Fig. 1: a small window of the routed layout
Scale bar: 10 um. Window x 51 to 76, y 52 to 77 um. Cells in grey, sequential cells in the stronger grey; small squares are vias.
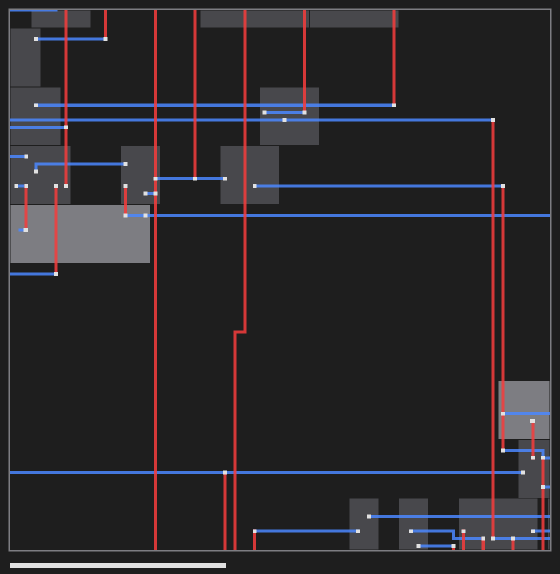
Fig. 2: port wiring
Scale bar: 100 um.
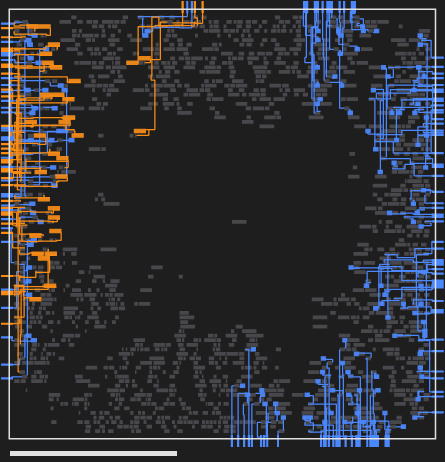
Fig. 3: where the registers sit
Scale bar: 100 um. Other sequential cells in the stronger grey, the rest of the logic in the fainter grey.
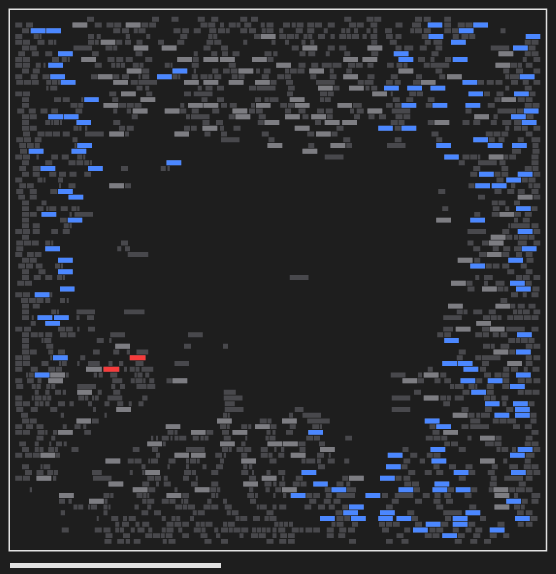
Fig. 4: track usage over the die
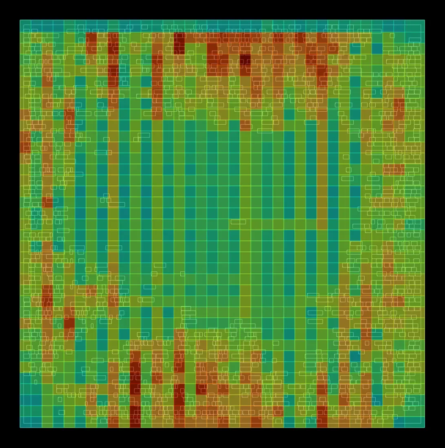
Design aes_sbox_arbiter, sky130hd; sources not shown.
==> out/metrics.cfg <==
[yosys]
yosys-stat-area_um2=10200
synthArstFlopShare=0
edf_count=0
numSynthFlops=260
top_cells_by_area=dfxtp_1, a22o_1, and2_1, mux2i_1, a2111oi_0
synthesis.area_um2=10200
ys.flop_type=dfxtp_1
netlist_instances=994

[critical_path]
r2r.worst_path.cells=6
crit_arrival_ps=2470
path_buffers=3
rrSetupSlack_ps=910
worstPathRequired_ps=2620
cp_top_family=buffers and inverters
worst_path_largest_cell_delay_ps=530
criticalPathCategory=reg -> out
cp_cell_sequence=nand2b_4 > nor3_4 > buf_12 > buf_16 > and2_1 > clkdlybuf4s50_1

[clock_network]
post-cts-setup-buffer-count=0
clk_pin_slew_ps=60
cts_hold_buf=0
cts_resized=7
cts_tree=yes
root_buffer=clkbuf_16
htreeDepth=2
cts_buffers=35

[finish]
lay_top_cells=clkdlybuf4s50_1, dfxtp_1, a22o_1
fillers=6553
area_growth_pct=82.0
fin_util=0.298

[worst_hold_path]
hold_path_depth=2
min_path_type=in -> reg

[floorplanning]
die_h_um=256
chip_area_um2=65000
die_x_um=254

[power]
p_clk_frac=0.418
power.internal_mw=6.65
sequentialPowerShare=0.406
swShare=0.262
power_mw=9.00
p_per_area_nw_per_um2=485

[sta]
slew_violations=0
tightestPinTransition_ps=753
rsz0062_at_grt=no
period_needed_ps=3050

[job]
tool_warnings=27

[place]
dp_hpwl_um=33500
dp_slack_ps=407

[detailed_routing]
drtAntennaViolNets=0
drtIter0Drc=482
drcViolationCount=0

[global_routing]
first_global_vias=10300

[status]
status=completed

-- Fig. 1 (at the start) --
[blue] metal 1
[red] metal 2
most frequent: inv_1 (2), buf_4 (2)
cells with their middle in the window: 8
sequential cells in the window: 1

-- Fig. 2 (at the start) --
[orange] key_rsp_word | direction: output | edge: 29 left, 3 top | end cells: 32 | wire: 1900 um
[blue] sb_out | direction: input | edge: 48 right, 32 bottom, 30 left, 18 top | end cells: 128 | wire: 4470 um
I/O pin cnt: 652
Port-buffer cells: 651

-- Fig. 3 (at the start) --
[blue] dat_rsp_data | sequential cells: 128 | where: all over the die
[red] state_q | sequential cells: 2
not coloured: 130
seq pwr: 3.65 mW
Reg area: 5210 um^2

-- Fig. 4 (at the start) --
Total Routing Usage GR: 0.140
GRT met2 Usage: 0.247
met3 usage: 0.0356

## layout make-up
class / count / area [um^2] / area share
Sequential cell: 260 / 5210 / 0.281
Antenna cell: 3 / 7.51 / 0.000404
Multi-Input combinational cell: 570 / 4220 / 0.227
Clock buffer: 49 / 1000 / 0.0539
Inverter: 33 / 124 / 0.00667
Timing Repair Buffer: 674 / 6860 / 0.370
Tap cell: 846 / 1060 / 0.0570
Clock inverter: 7 / 82.6 / 0.00445
## stage by stage
step | setup TNS (ps) | instance area (um^2) | hold slack (ps) | std cells
after CTS | 0 | 18500 | 186 | 2439
after global routing | 0 | 18600 | 221 | 2442
after detailed placement | 0 | 17400 | 348 | 2383
final | 0 | 18600 | 227 | 2442
after global placement | 0 | 17400 | 348 | 2383
after floorplan | -980840 | 9510 | 334 | 863
## power by group through the flow
stage	combinational (mW)	sequential [mW]	clock [mW]
2_1_floorplan	0.472	3.76	0
3_3_place_gp	1.59	3.72	0
3_5_place_dp	1.60	3.72	0
4_1_cts	1.61	3.66	3.93
5_1_grt	1.71	3.68	4.06
6_report	1.59	3.65	3.76
## layer usage
layer	vias up	share of wire	track usage
met5	-	0	-
met4	0	0.024	0.0418
met3	65	0.074	0.0356
met2	423	0.50	0.247
met1	4691	0.40	0.154
li1	4732	-	-
## worst reg2reg max path, stage by stage, from the launching register on
cell,delay [ps]
dfxtp_2,420
buf_4,390
nor2_2,110
buf_4,280
a21oi_4,260
buf_4,410
a22o_1,250
## cell usage after synthesis, types with 32 or more instances
master,n
buf_4,33
nor4_1,32
a211oi_1,32
a22o_1,192
a2111oi_0,32
nor2_1,37
a21oi_1,33
and2_1,160
clkbuf_1,53
buf_2,39
mux2i_1,32
dfxtp_1,260
inv_1,33
## logic make-up after synthesis
group | count (synthesis) | share of synthesized area
buffers and inverters | 164 | 0.0795
and+or+nand+nor | 243 | 0.142
AOI/OAI and AO/OA | 294 | 0.236
DFF | 260 | 0.510
muxes | 33 | 0.0325
No activity file was given, so power comes from the tool's default toggle rates.
